$ cat src/rtl/dm_port_arbiter_pkg.sv
// Shared constants and types for the data-memory port arbiter.
// Holds the memory geometry, legal byte-enable encodings and request/response records.
package dm_port_arbiter_pkg;

  localparam int DM_WORDS  = 1024;
  localparam int DM_IDX_W  = 10;
  localparam int NUM_PORTS = 2;

  localparam logic [3:0] BE_B0 = 4'b0001;
  localparam logic [3:0] BE_B1 = 4'b0010;
  localparam logic [3:0] BE_B2 = 4'b0100;
  localparam logic [3:0] BE_B3 = 4'b1000;
  localparam logic [3:0] BE_H0 = 4'b0011;
  localparam logic [3:0] BE_H1 = 4'b1100;
  localparam logic [3:0] BE_W  = 4'b1111;

  typedef enum logic {
    PORT0 = 1'b0,
    PORT1 = 1'b1
  } port_e;

  typedef struct packed {
    logic        valid;
    logic        we;
    logic [31:0] addr;
    logic [3:0]  be;
    logic [31:0] wdata;
  } dm_req_t;

  typedef struct packed {
    logic        valid;
    logic [31:0] rdata;
    logic        err;
  } dm_rsp_t;

  // Byte lanes with be set come from wdata, the rest keep the current memory word.
  function automatic logic [31:0] merge_lanes(input logic [31:0] wdata,
                                              input logic [31:0] old_word,
                                              input logic [3:0]  be);
    logic [31:0] merged;
    for (int i = 0; i < 4; i++) begin
      merged[8*i +: 8] = be[i] ? wdata[8*i +: 8] : old_word[8*i +: 8];
    end
    return merged;
  endfunction

endpackage

$ cat src/rtl/dm_be_check.sv
// Combinational legality check for one request: range, byte-enable encoding
// and byte-enable/address alignment.
module dm_be_check
  import dm_port_arbiter_pkg::*;
#(
  parameter int MEM_WORDS = DM_WORDS,
  parameter int IDX_W     = DM_IDX_W
) (
  input  logic [31:0] addr,
  input  logic [3:0]  be,
  input  logic        we,
  output logic        err
);

  localparam logic [31:0] WORD_LIMIT = 32'(MEM_WORDS);

  logic out_of_range;
  logic be_bad;

  // The limit compare only matters if MEM_WORDS is not a power of two.
  assign out_of_range = (|addr[31:IDX_W+2]) | ({2'b00, addr[31:2]} >= WORD_LIMIT);

  always_comb begin
    be_bad = 1'b0;
    case (be)
      BE_B0:   be_bad = (addr[1:0] != 2'd0);
      BE_B1:   be_bad = (addr[1:0] != 2'd1);
      BE_B2:   be_bad = (addr[1:0] != 2'd2);
      BE_B3:   be_bad = (addr[1:0] != 2'd3);
      BE_H0:   be_bad = (addr[1:0] != 2'd0);
      BE_H1:   be_bad = (addr[1:0] != 2'd2);
      BE_W:    be_bad = (addr[1:0] != 2'd0);
      default: be_bad = 1'b1;
    endcase
  end

  // Reads ignore be entirely; a misaligned read returns the containing word.
  assign err = out_of_range | (we & be_bad);

endmodule

$ cat src/rtl/dm_port_arbiter.sv
// Round-robin two-port arbiter in front of the word-only data memory, with
// same-cycle read-modify-write for sub-word stores and a registered response.
module dm_port_arbiter
  import dm_port_arbiter_pkg::*;
#(
  parameter int MEM_WORDS = DM_WORDS,
  parameter int IDX_W     = DM_IDX_W
) (
  input  logic        clk,
  input  logic        reset,
  input  logic        req0_valid,
  input  logic        req0_we,
  input  logic [31:0] req0_addr,
  input  logic [3:0]  req0_be,
  input  logic [31:0] req0_wdata,
  output logic        req0_ready,
  output logic        rsp0_valid,
  output logic [31:0] rsp0_rdata,
  output logic        rsp0_err,
  input  logic        req1_valid,
  input  logic        req1_we,
  input  logic [31:0] req1_addr,
  input  logic [3:0]  req1_be,
  input  logic [31:0] req1_wdata,
  output logic        req1_ready,
  output logic        rsp1_valid,
  output logic [31:0] rsp1_rdata,
  output logic        rsp1_err,
  output logic [31:0] mem_addr,
  output logic        mem_we,
  output logic [31:0] mem_wdata,
  input  logic [31:0] mem_rdata
);

  dm_req_t              req [NUM_PORTS];
  logic [NUM_PORTS-1:0] err;
  logic [NUM_PORTS-1:0] gnt;
  port_e                last_grant_reg;
  port_e                last_grant_next;
  port_e                sel_port;
  dm_req_t              sel;
  logic                 sel_err;

  assign req[0] = '{req0_valid, req0_we, req0_addr, req0_be, req0_wdata};
  assign req[1] = '{req1_valid, req1_we, req1_addr, req1_be, req1_wdata};

  // Both legality results exist before arbitration so the grant path stays shallow.
  generate
    for (genvar gi = 0; gi < NUM_PORTS; gi++) begin : g_port
      dm_rsp_t rsp_reg;

      dm_be_check #(
        .MEM_WORDS(MEM_WORDS),
        .IDX_W    (IDX_W)
      ) u_be_check (
        .addr(req[gi].addr),
        .be  (req[gi].be),
        .we  (req[gi].we),
        .err (err[gi])
      );

      always_ff @(posedge clk) begin
        if (reset) begin
          rsp_reg <= '0;
        end else begin
          rsp_reg.valid <= gnt[gi];
          if (gnt[gi]) begin
            rsp_reg.rdata <= err[gi] ? 32'd0 : mem_rdata;
            rsp_reg.err   <= err[gi];
          end
        end
      end
    end
  endgenerate

  always_ff @(posedge clk) begin
    if (reset) begin
      last_grant_reg <= PORT1;
    end else begin
      last_grant_reg <= last_grant_next;
    end
  end

  // A grant during reset would be lost, so none is issued.
  always_comb begin
    gnt             = '0;
    last_grant_next = last_grant_reg;
    if (!reset) begin
      if (req[0].valid && (!req[1].valid || last_grant_reg == PORT1)) begin
        gnt[0] = 1'b1;
      end else if (req[1].valid) begin
        gnt[1] = 1'b1;
      end
    end
    if (gnt[0]) begin
      last_grant_next = PORT0;
    end else if (gnt[1]) begin
      last_grant_next = PORT1;
    end
  end

  always_comb begin
    sel_port  = gnt[1] ? PORT1 : PORT0;
    sel       = req[sel_port];
    sel_err   = err[sel_port];
    mem_addr  = {sel.addr[31:2], 2'b00};
    mem_wdata = merge_lanes(sel.wdata, mem_rdata, sel.be);
    mem_we    = (|gnt) & sel.valid & sel.we & ~sel_err;
  end

  assign req0_ready = gnt[0];
  assign req1_ready = gnt[1];

  assign rsp0_valid = g_port[0].rsp_reg.valid;
  assign rsp0_rdata = g_port[0].rsp_reg.rdata;
  assign rsp0_err   = g_port[0].rsp_reg.err;
  assign rsp1_valid = g_port[1].rsp_reg.valid;
  assign rsp1_rdata = g_port[1].rsp_reg.rdata;
  assign rsp1_err   = g_port[1].rsp_reg.err;

endmodule

$ cat config.mk
export PLATFORM = sky130hd
export DESIGN_NAME = dm_port_arbiter
export DESIGN_NICKNAME = d
export VERILOG_FILES = /design/src/rtl/dm_port_arbiter_pkg.sv /design/src/rtl/dm_be_check.sv /design/src/rtl/dm_port_arbiter.sv
export SDC_FILE = /design/constraint.sdc
export NUM_CORES = 1
export LEC_CHECK = 0
export CAP_MARGIN = 20
export CORE_AREA = 2 2 121 123
export CTS_CLUSTER_SIZE = 16
export DETAILED_ROUTE_END_ITERATION = 8
export DIE_AREA = 0 0 123 125
export GPL_TIMING_DRIVEN = 0
export HOLD_SLACK_MARGIN = 0.06
export PLACE_DENSITY_LB_ADDON = 0.15
export SYNTH_ARGS = -nofsm -noshare
export SYNTH_HDL_FRONTEND = slang
export SYNTH_SLANG_ARGS = --single-unit
$ cat constraint.sdc
create_clock -name clk -period 4.3 [get_ports clk]
set_input_delay 1.29 -clock clk [delete_from_list [all_inputs] [get_ports clk]]
set_output_delay 1.29 -clock clk [all_outputs]
set_load 0.005 [all_outputs]
==> run_1/pins.png <==
(4 px per um) Pins as bars across the die edge, other pins in grey.
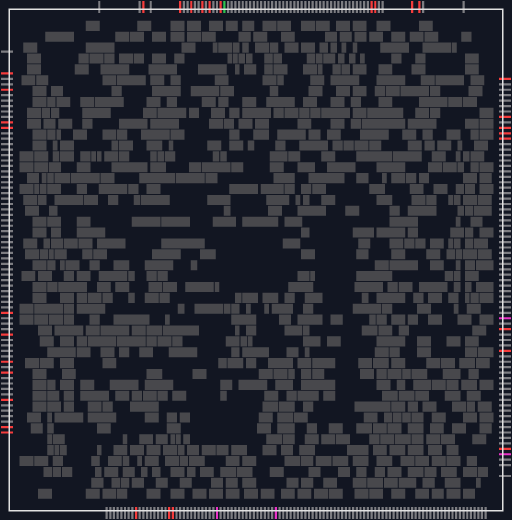
`req1_be` -> magenta  # pins 4, direction input, edge 2 south, 2 east
`rsp0_err` -> green  # pins 1, direction output, edge north
`mem_rdata` -> red  # pins 32, direction input, edge 11 west, 10 north, 8 east, 3 south
all pins by edge = 104 south, 73 east, 68 west, 64 north

==> run_1/metal_stack.png <==
(2 px per um) Only two layers are drawn.
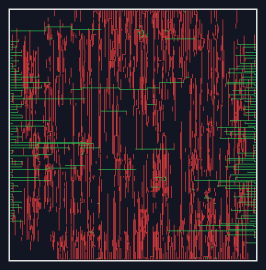
met3 -> green  # wire length 1410 um
met2 -> red  # wire length 9150 um

==> run_1/final_placement.png <==
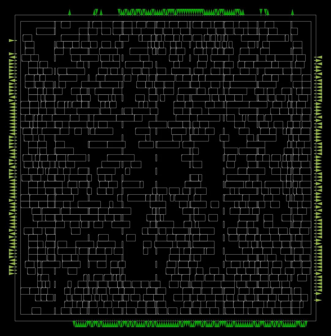
Rows: 44
flip-flops: 69
# Taps: 184
Final Util: 0.5692

-- run 1: worst paths after layout --
| kind | start | end | slack, ns |
|---|---|---|---|
| worst min-delay path | rsp0_err | rsp0_err | 0.47 |
| worst min register to register | rsp0_err | rsp0_err | 0.47 |
| worst max-delay path | req1_valid | mem_addr[18] | 0.06 |
| worst max register to register | last_grant_reg | rsp1_rdata[11] | 2.27 |
-- run 1: placed cells by master, fill, tap and decap left out, types with 10 or more instances in the layout --
cell,Yosys,final
clkdlybuf4s50_1,0,239
dfxtp_1,69,69
a22oi_1,64,64
nor3_2,60,60
dlygate4sd2_1,0,50
inv_1,32,32
o22ai_1,32,32
buf_4,3,29
a21oi_1,33,29
mux2_1,18,17
mux2_2,12,13
buf_6,14,12
buf_2,14,12
clkbuf_16,0,10
-- run 1: critical path: stages --
cell             delay (ns)
clkdlybuf4s15_2        0.20
a21bo_1                0.22
buf_6                  0.15
nor2_4                 0.11
buf_8                  0.15
buf_8                  0.12
buf_4                  0.12
mux2_2                 0.32
dlygate4sd2_1          0.27
-- run 1: power by group --
group          total, mW  internal [mW]  leakage [nW]  switching [mW]
clock              0.806          0.511         0.160           0.296
sequential         0.695          0.675         0.565          0.0202
combinational      0.631          0.378          2.60           0.253
-- run 1: routing by layer --
metal / vias up / share of wire / routed length (um)
met5: - / 0 / 0
met4: 0 / 0.013 / 231
met3: 18 / 0.078 / 1406
met2: 200 / 0.51 / 9148
met1: 2336 / 0.40 / 7298
li1: 2312 / - / -
-- run 1: logic make-up after synthesis --
logic type      count (synthesis)
compound gates                149
simple gates                  108
buf+inv                        70
flops                          69
mux                            30
other cells                     1
==> results.yml, run 1 <==
# generated from flow reports
status:
  status: "completed"
critical_path:
  cp-start-kind: "input pin"
  rr_worst_depth: 6
final_timing:
  slew_headroom: 0.5796
  final-hold-violation-count: 0
route:
  drt_iter0_drc: 202
  post_drt_wl_per_cell_um: 18.84
  ant_nets: 0
  drcViolationCount: 0
final_layout:
  final_cell_area_mm2: 0.008084
  nFillCells: 1308
  nonClkBufAreaFrac: 0.4411
  nNonClkBuffers: 368
  sh_comb_area: 0.3041
  n_all_inverters: 33
  layout.nets: 944
  fin_cells: 960
  clock_area_frac: 0.03978
  seq_area_mm2: 0.001381
  n_clock_buffer: 9
logic_synthesis:
  synth_area_per_cell_um2: 9.720
  synthFlopType: "dfxtp_1"
  synth-edff-count: 0
  ys_sh_adder: 0
  mappedNetlistArea_mm2: 0.004150
  postSynthSeqShare: 0.3328
  netlist.area_leader.share: 0.3328
  ys_sh_xor: 0
  ys_chip_area_mm2: 0.004150
global_routing:
  grt_max_degree: 14
  grt_busiest_layer: "met2"
  antenna_found_initial: 1
  grt_usage: 0.2266
clock_tree:
  cts_setup_buffers: 22
  cts.repair.resized: 95
  h-tree-depth: 3
  cts_root_buffer: "clkbuf_16"
hold_path:
  holdPathStages: 1
  worstHoldPathType: "flop to flop"
power_and_ir_drop:
  power_mw: 2.133
  ir_drop_v: 0.0002098
die:
  core-area_mm2: 0.01420
  die_height_um: 125
  die_x_um: 123
  chip_area_mm2: 0.01538
placed_design:
  dp_cells: 917
  place.gp.congestion: 0.8482
--- run 2 (diff from run 1) ---
ABC_AREA = 1   (was not set)
CORE_AREA = 2 2 120 122   (was 2 2 121 123)
DIE_AREA = 0 0 122 124   (was 0 0 123 125)
PLACE_DENSITY = 0.74   (was not set)
PLACE_DENSITY_LB_ADDON = not set   (was 0.15)
==> run_2/met2.png <==
(4 px per um)
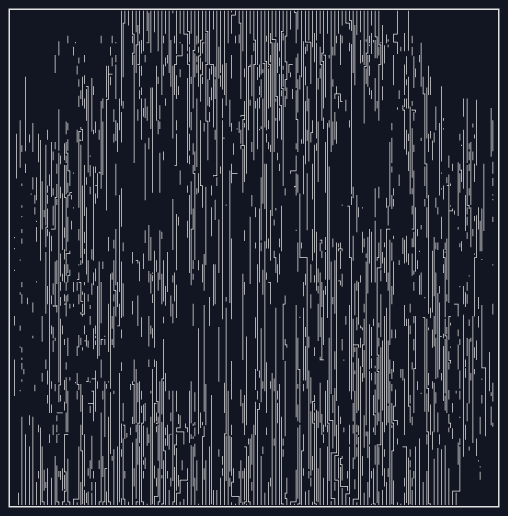
wire length on this layer = 9610 um
nets with wire on the layer = 959
longest straight run = 57.3 um

==> run_2/final_placement.png <==
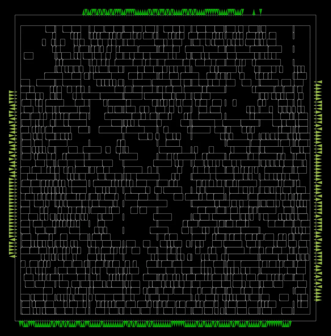
Core Region: 0.01372 mm^2
Seq area share: 0.1664
Rows: 43
Final Util: 0.6051
# Taps: 180

==> results.yml, run 2 <==
# generated from flow reports
logic_synthesis:
  postSynthSeqShare: 0.3204
  synth-edff-count: 0
  netlist.area_leader.share: 0.3204
  ys_chip_area_mm2: 0.004312
  mappedNetlistArea_mm2: 0.004312
  synthFlopType: "dfxtp_1"
  area_leaders: "dfxtp_1, nand2_1, o21ai_0, inv_1, a21oi_1"
  synth_warnings: 0
  synth_area_per_cell_um2: 6.124
route:
  drt_iter0_drc: 300
  dr_wl_met2_um: 9608
  post_drt_wl_per_cell_um: 16.07
  top_layer: "met4"
  ant_nets: 0
  drcViolationCount: 0
  routed-wl-met3_um: 1273
  dr.pass1.iters: 4
  wl_met1_um: 8777
  totalWireLength_um: 19940
final_layout:
  final_cell_mix: "nand2_1, clkdlybuf4s50_1, inv_1"
  final_cell_area_mm2: 0.008302
  layout.nets: 1228
  layout_top_cell: "nand2_1"
power_and_ir_drop:
  ir_drop_v: 0.0001983
  p_seq_frac: 0.325
  p_sw_mw: 0.6106
  clock_power_mw: 0.770
  pwr-share-clk: 0.361
  internal_power_mw: 1.524
  switching_share: 0.2861
  pg_comb_mw: 0.671
  pg_seq_mw: 0.694
  power-top-group: "clock"
  power_frac_comb: 0.314
final_timing:
  slew_headroom: 0.5991
  final-hold-violation-count: 0
clock_tree:
  cts.sinks: 69
  cts_tree: "yes"
  cts_root_buffer: "clkbuf_16"
  cts_setup_buffers: 27
  cts.repair.resized: 166
  cts-buffers-inserted: 9
  h-tree-depth: 3
die:
  io_pins: 309
  die_x_um: 122
  die_height_um: 124
  chip_area_mm2: 0.01513
critical_path:
  cp-start-kind: "input pin"
  crit_buf_inv: 8
  max_stage_delay_ns: 0.26
  r2r_setup_slack_ns: 2.58
  crit_chain: "dlygate4sd2_1 > a21boi_2 > nand2_2 > buf_6 > inv_12 > buf_4 > buf_12 > buf_12 > bufbuf_16 > nand2_1 > nand2_1 > dlygate4sd2_1"
  critical-path-top-delay-family: "buffers and inverters"
  slowest_stage: "dlygate4sd2_1"
global_routing:
  grt_usage: 0.2552
  grt_max_degree: 15
  antenna_found_initial: 2
  grt_busiest_layer: "met2"
status:
  status: "completed"
placed_design:
  place.gp.congestion: 0.9078
hold_path:
  worstHoldPathType: "flop to flop"
-- run 2: cell count changes after synthesis, moves of 9 or more --
cell / delta
inv_1: +62
nand2_1: +262
o21ai_0: +69
a21oi_1: +31
nor3_2: -60
o22ai_1: -32
o21ai_1: +9
a22oi_1: -32
nand3_1: +10
mux2_2: -12
mux2_1: -18
nor2_1: +23
-- run 2: area by class of cell --
cell class	instances	area (um^2)
fillers	1352	5418
flip-flops and latches	69	1381
repair buffers	338	3331
plain buffers	45	406.6
multi-input cells	494	2268
well taps	180	225.2
clock inverters	7	82.58
diodes	2	5.005
clock buffers	9	225.2
inverters	97	376.6
-- run 2: path summary, 6_finish.rpt --
check,start,depth (start not counted),endpoint
setup reg to reg,last_grant_reg,6,rsp1_rdata[1]
hold / removal,rsp0_err,2,rsp0_err
hold reg to reg,rsp0_err,2,rsp0_err
setup / recovery,req1_valid,12,mem_addr[19]
-- run 2: cell families (layout without fill, tap and decap cells) --
group / count (synthesis) / in the layout / synth area share
AND/OR/NAND/NOR: 309 / 309 / 0.2760
buffers and inverters: 142 / 496 / 0.1593
other: 1 / 4 / 0.0008697
AND-OR/OR-AND: 183 / 183 / 0.2435
flip-flops: 69 / 69 / 0.3204
-- run 2: stage by stage --
| step | power [mW] | std cells | utilization | hold slack [ns] |
|---|---|---|---|---|
| after floorplan | 0.9281 | 705 | - | 0.4470 |
| after global placement | 1.353 | 1191 | 0.5542 | 0.4377 |
| after detailed placement | 1.357 | 1191 | 0.5542 | 0.4449 |
| after CTS | 2.153 | 1240 | 0.6051 | 0.4554 |
| after global routing | 2.234 | 1240 | 0.6049 | 0.4767 |
| final | 2.135 | 1241 | 0.6051 | 0.4551 |
-- run 2: worst min-delay path: cells and delay by family, from the launching register on --
kind	cells	cell delay [ns]
flops	1	0.31
simple gates	2	0.10
No activity file was given, so power comes from the tool's default toggle rates.
